File: src/rtl/adc_serial_reader_pkg.sv
// Shared definitions for the serial temperature ADC reader and its consumers.
// ADC_W sizes adc_data on both the producer and the temperature calculator side.
package adc_serial_reader_pkg;
    localparam int ADC_W             = 16;
    localparam int CLK_DIV_DEF       = 4;
    localparam int SAMPLE_PERIOD_DEF = 1000;

    typedef enum logic [2:0] {
        ST_IDLE  = 3'd0,
        ST_SETUP = 3'd1,
        ST_SHIFT = 3'd2,
        ST_HOLD  = 3'd3,
        ST_GUARD = 3'd4
    } state_t;
endpackage

File: src/rtl/adc_serial_reader_sclk_gen.sv
// Half-period timer for the ADC serial clock: one phase_end every CLK_DIV cycles while enabled.
// rise_stb/fall_stb mark the half-periods in which SCLK toggles.
module adc_serial_reader_sclk_gen
    import adc_serial_reader_pkg::*;
#(
    parameter int CLK_DIV = CLK_DIV_DEF
) (
    input  logic i_clk,
    input  logic i_rst_n,
    input  logic i_en,
    input  logic i_toggle,
    output logic o_phase_end,
    output logic o_rise_stb,
    output logic o_fall_stb
);
    localparam int              CW   = (CLK_DIV > 1) ? $clog2(CLK_DIV) : 1;
    localparam logic [CW-1:0]   LOAD = CW'(CLK_DIV - 1);

    logic [CW-1:0] r_cnt;
    logic          r_phase;

    always_ff @(posedge i_clk or negedge i_rst_n) begin
        if (!i_rst_n) begin
            r_cnt   <= LOAD;
            r_phase <= 1'b0;
        end else if (!i_en) begin
            r_cnt   <= LOAD;
            r_phase <= 1'b0;
        end else if (r_cnt == '0) begin
            r_cnt <= LOAD;
            if (i_toggle) begin
                r_phase <= ~r_phase;
            end
        end else begin
            r_cnt <= r_cnt - CW'(1);
        end
    end

    assign o_phase_end = i_en && (r_cnt == '0);
    assign o_rise_stb  = o_phase_end && i_toggle && !r_phase;
    assign o_fall_stb  = o_phase_end && i_toggle && r_phase;
endmodule

File: src/rtl/adc_serial_reader.sv
// SPI mode-0 master reading one DATA_W-bit sample, MSB first, from the serial temperature ADC.
// Triggered by a start pulse or by the internal periodic sampler when auto mode is on.
module adc_serial_reader
    import adc_serial_reader_pkg::*;
#(
    parameter int DATA_W        = ADC_W,
    parameter int CLK_DIV       = CLK_DIV_DEF,
    parameter int SAMPLE_PERIOD = SAMPLE_PERIOD_DEF
) (
    input  logic              i_clk,
    input  logic              i_rst_n,
    input  logic              i_start,
    input  logic              i_auto_en,
    input  logic              i_adc_miso,
    output logic              o_adc_cs_n,
    output logic              o_adc_sclk,
    output logic [DATA_W-1:0] o_adc_data,
    output logic              o_adc_valid,
    output logic              o_busy,
    output logic              o_overrun
);
    // state | meaning
    // IDLE  | waiting for start or auto tick
    // SETUP | CS low, SCLK low for one half-period
    // SHIFT | DATA_W SCLK periods, MISO sampled on each rising edge
    // HOLD  | SCLK low for one half-period before CS release
    // GUARD | minimum CS-high time, still busy

    localparam int BW = $clog2(DATA_W + 1);
    localparam int PW = (SAMPLE_PERIOD > 1) ? $clog2(SAMPLE_PERIOD) : 1;

    state_t            r_state;
    state_t            w_state_nxt;
    logic [BW-1:0]     r_bit_cnt;
    logic [DATA_W-1:0] r_shift;
    logic [PW-1:0]     r_per_cnt;
    logic              w_auto_tick;
    logic              w_trigger;
    logic              w_accept;
    logic              w_capture;
    logic              w_release;
    logic              w_phase_end;
    logic              w_rise_stb;
    logic              w_fall_stb;

    assign w_auto_tick = i_auto_en && (r_per_cnt == PW'(SAMPLE_PERIOD - 1));
    assign w_trigger   = i_start || w_auto_tick;

    adc_serial_reader_sclk_gen #(
        .CLK_DIV(CLK_DIV)
    ) u_sclk_gen (
        .i_clk      (i_clk),
        .i_rst_n    (i_rst_n),
        .i_en       (r_state != ST_IDLE),
        .i_toggle   (r_state == ST_SHIFT),
        .o_phase_end(w_phase_end),
        .o_rise_stb (w_rise_stb),
        .o_fall_stb (w_fall_stb)
    );

    always_ff @(posedge i_clk or negedge i_rst_n) begin
        if (!i_rst_n) begin
            r_state <= ST_IDLE;
        end else begin
            r_state <= w_state_nxt;
        end
    end

    always_comb begin
        w_state_nxt = r_state;
        w_accept    = 1'b0;
        w_capture   = 1'b0;
        w_release   = 1'b0;
        case (r_state)
            ST_IDLE: begin
                if (w_trigger) begin
                    w_state_nxt = ST_SETUP;
                    w_accept    = 1'b1;
                end
            end
            ST_SETUP: begin
                if (w_phase_end) w_state_nxt = ST_SHIFT;
            end
            ST_SHIFT: begin
                if (w_fall_stb && (r_bit_cnt == BW'(1))) w_state_nxt = ST_HOLD;
            end
            ST_HOLD: begin
                if (w_phase_end) begin
                    w_state_nxt = ST_GUARD;
                    w_capture   = 1'b1;
                end
            end
            ST_GUARD: begin
                if (w_phase_end) begin
                    w_state_nxt = ST_IDLE;
                    w_release   = 1'b1;
                end
            end
            default: w_state_nxt = ST_IDLE;
        endcase
    end

    always_ff @(posedge i_clk or negedge i_rst_n) begin
        if (!i_rst_n) begin
            o_adc_cs_n  <= 1'b1;
            o_adc_sclk  <= 1'b0;
            o_adc_data  <= '0;
            o_adc_valid <= 1'b0;
            o_busy      <= 1'b0;
            o_overrun   <= 1'b0;
            r_per_cnt   <= '0;
            r_bit_cnt   <= '0;
            r_shift     <= '0;
        end else begin
            o_adc_valid <= 1'b0;
            if (w_accept) begin
                o_adc_cs_n <= 1'b0;
                o_busy     <= 1'b1;
                r_bit_cnt  <= BW'(DATA_W);
            end
            if (w_rise_stb) begin
                o_adc_sclk <= 1'b1;
                r_shift    <= DATA_W'({r_shift, i_adc_miso});
            end
            if (w_fall_stb) begin
                o_adc_sclk <= 1'b0;
                r_bit_cnt  <= r_bit_cnt - BW'(1);
            end
            if (w_capture) begin
                o_adc_cs_n  <= 1'b1;
                o_adc_data  <= r_shift;
                o_adc_valid <= 1'b1;
            end
            if (w_release) begin
                o_busy <= 1'b0;
            end
            // a tick that finds the reader busy is dropped, only the flag remembers it
            if (!i_auto_en) begin
                r_per_cnt <= '0;
                o_overrun <= 1'b0;
            end else begin
                r_per_cnt <= w_auto_tick ? '0 : r_per_cnt + PW'(1);
                if (w_auto_tick && o_busy) o_overrun <= 1'b1;
            end
        end
    end
endmodule

File: config.mk
export PLATFORM = sky130hd
export DESIGN_NAME = adc_serial_reader
export DESIGN_NICKNAME = d
export VERILOG_FILES = /design/src/rtl/adc_serial_reader_pkg.sv /design/src/rtl/adc_serial_reader_sclk_gen.sv /design/src/rtl/adc_serial_reader.sv
export SDC_FILE = /design/constraint.sdc
export NUM_CORES = 1
export LEC_CHECK = 0
export ABC_AREA = 1
export CAP_MARGIN = 20
export CORE_MARGIN = 8
export CORE_UTILIZATION = 52
export CTS_BUF_LIST = sky130_fd_sc_hd__clkbuf_4
export DETAILED_ROUTE_END_ITERATION = 10
export PLACE_DENSITY = 0.77
export RECOVER_POWER = 100
export SLEW_MARGIN = 20
export SYNTH_ARGS = -nofsm -noshare
export SYNTH_HDL_FRONTEND = slang
export SYNTH_SLANG_ARGS = --single-unit
File: constraint.sdc
create_clock -name i_clk -period 1.5 [get_ports i_clk]
set_input_delay 0.3 -clock i_clk [delete_from_list [all_inputs] [get_ports i_clk]]
set_output_delay 0.3 -clock i_clk [all_outputs]
set_load 0.1 [all_outputs]
io_placement.png
Scale: 3 px per um. Pins as bars across the die edge, other pins in grey.
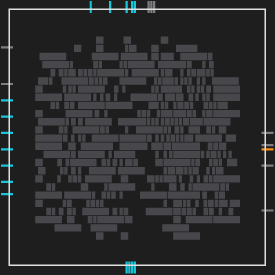
colour	port	pins	direction	edge
cyan	`o_adc_data`	16	output	7 left, 5 top, 4 bottom
orange	`o_overrun`	1	output	right

==> flow_summary_export.csv <==
group,metric,value,unit
synth,netlist_instances,279,
setup_path,slowest_delay,0.57,ns
synth,yosysTopAreaCell,"dfrtp_1",
synth,syn_avg_cell_area,8.83,um2
floorplan,fp_util,52.9,%
cts,numCtsBuffers,9,
sta,tightest_slew,0.506,ns
synth,ys.flops,58,
status,status,"completed",
setup_path,criticalPathCategory,"flop to output port",
placed_design,dp_cells,361,
layout,diodes,0,
sta,fin_worst_skew,0.00972,ns
detailed_routing,vias,1889,
sta,slew_violations,0,
synth,topCellsByArea,"dfrtp_1 (56%), nand2_1 (12%), inv_1 (5.3%)",
layout,finalNonFillerCells,381,
setup_path,cp-start-kind,"flop",
floorplan,boundaryPins,26,
setup_path,path_cells,"buf_12",
grt,grt_max_degree,35,
detailed_routing,dr.pass1.iters,4,
layout,final_cell_area,3020,um2
synth,ys_types,24,
grt,overflow,0,
grt,grt_pass1_wl,8360,um
placed_design,io_buffers,25,
grt,grt_pass1_vias,1873,
detailed_routing,drtAntennaViolNets,0,
detailed_routing,viasPerCell,4.96,
floorplan,die_x,84.9,um
grt,grt_usage,14.7,%
placed_design,globalplace.congestion,0.846,
detailed_routing,drt_iter0_drc,61,
detailed_routing,avgRoutedWirePerCell,12.5,um
floorplan,dieArea,7200,um2
cts,clkLatencyLatePin,0.39,ns
detailed_routing,drt_wl_total,4750,um
setup_path,cpMaxStageDelayCell,"dfstp_2",
synth,yosysWarnings,0,
setup_path,critical_path_buf_inv_count,1,
cts,clk_pin_slew,0.10,ns
sta,hold_ws,0.389,ns
layout,layout-drive-gt1-share,20.5,%
clk_routes.png
Scale: 6 px per um.
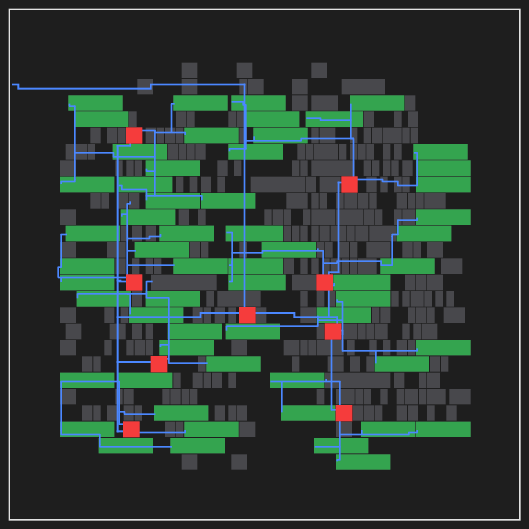
[green] flip-flops | count: 58
[red] clock drivers | count: 9
[blue] clock wires | length: 683 um
flops lie	spread over the die
routed clock nets	10

==> registers in the layout, summed over array words and instances (netlist names) <==
register / count
o_adc_data: 16
r_shift: 16
r_per_cnt: 10
r_bit_cnt: 5
r_state: 3
u_sclk_gen.r_cnt: 2
o_adc_cs_n: 1
o_adc_sclk: 1
o_adc_valid: 1
o_busy: 1
o_overrun: 1
u_sclk_gen.r_phase: 1
==> cell type report <==
class | count | area, um2
inverter | 36 | 135
clock inverter | 6 | 81.3
fill | 368 | 1640
timing repair buffer | 38 | 319
tap | 54 | 67.6
clock buffer | 10 | 75.1
multi-input combinational | 179 | 888
sequential | 58 | 1460
==> synthesized netlist by cell type, types with 3 or more instances <==
master    count
nand2_1      79
dfrtp_1      55
inv_1        35
nor2_1       22
nand3_1      18
o21ai_0      18
o21ai_1      15
a21oi_1       6
ha_1          4
nor3_1        4
buf_2         3
clkbuf_1      3
dfstp_2       3
==> power by group <==
part	internal [mW]	total, mW	switching [mW]	leakage [nW]
Combinational	0.490	1.55	1.06	0.622
Clock	0.684	1.24	0.556	0.0838
Sequential	1.82	2.00	0.187	0.777
Total	2.99	4.79	1.80	1.48
==> per-layer routing <==
| metal | wire length, um | track usage, % |
|---|---|---|
| met2 | 2310 | 23.3 |
| met5 | 0 | 0 |
| met3 | 178 | 4.25 |
| met4 | 102 | 9.87 |
| met1 | 2160 | 16.9 |
==> stage by stage <==
step	setup WS [ns]	power (mW)
floorplan	0.0587	3.04
global placement	0.0436	3.55
detailed placement	-0.0557	3.60
CTS	0.00442	4.85
global route	-0.00497	5.10
finish	0.0672	4.79
==> cells by family after synthesis <==
group                    count (synthesis)  synth area share, %
AND/OR/NAND/NOR                        131                 22.7
flip-flops                              58                 59.0
buffers and inverters                   42                 6.55
AND-OR/OR-AND                           40                 8.22
XOR/XNOR                                 4                 1.42
adder cells (fa/ha/maj)                  4                 2.03
==> path summary, 6_finish.rpt <==
kind	slack, ns	cells after the start	endpoint	start
worst max-delay path	0.07	1	o_adc_cs_n	o_adc_cs_n
worst min-delay path	0.39	2	r_bit_cnt[4]	i_rst_n
min in group i_clk	0.47	3	r_shift[0]	i_adc_miso
worst min register to register	0.48	2	o_adc_data[15]	r_shift[15]
worst max register to register	0.08	10	r_state[0]	u_sclk_gen.r_cnt[0]
max in group asynchronous	0.23	3	r_shift[5]	i_rst_n
==> repair_timing <==
item | in CTS | in global routing
pin swaps | 0 | 10
hold endpoints to repair | 16 | 0
gates resized | 2 | 15
setup buffers | 0 | 3
hold buffers | 1 | 0
endpoints found under the setup margin | 6 | 12
Power is estimated from default activity; no workload was simulated.
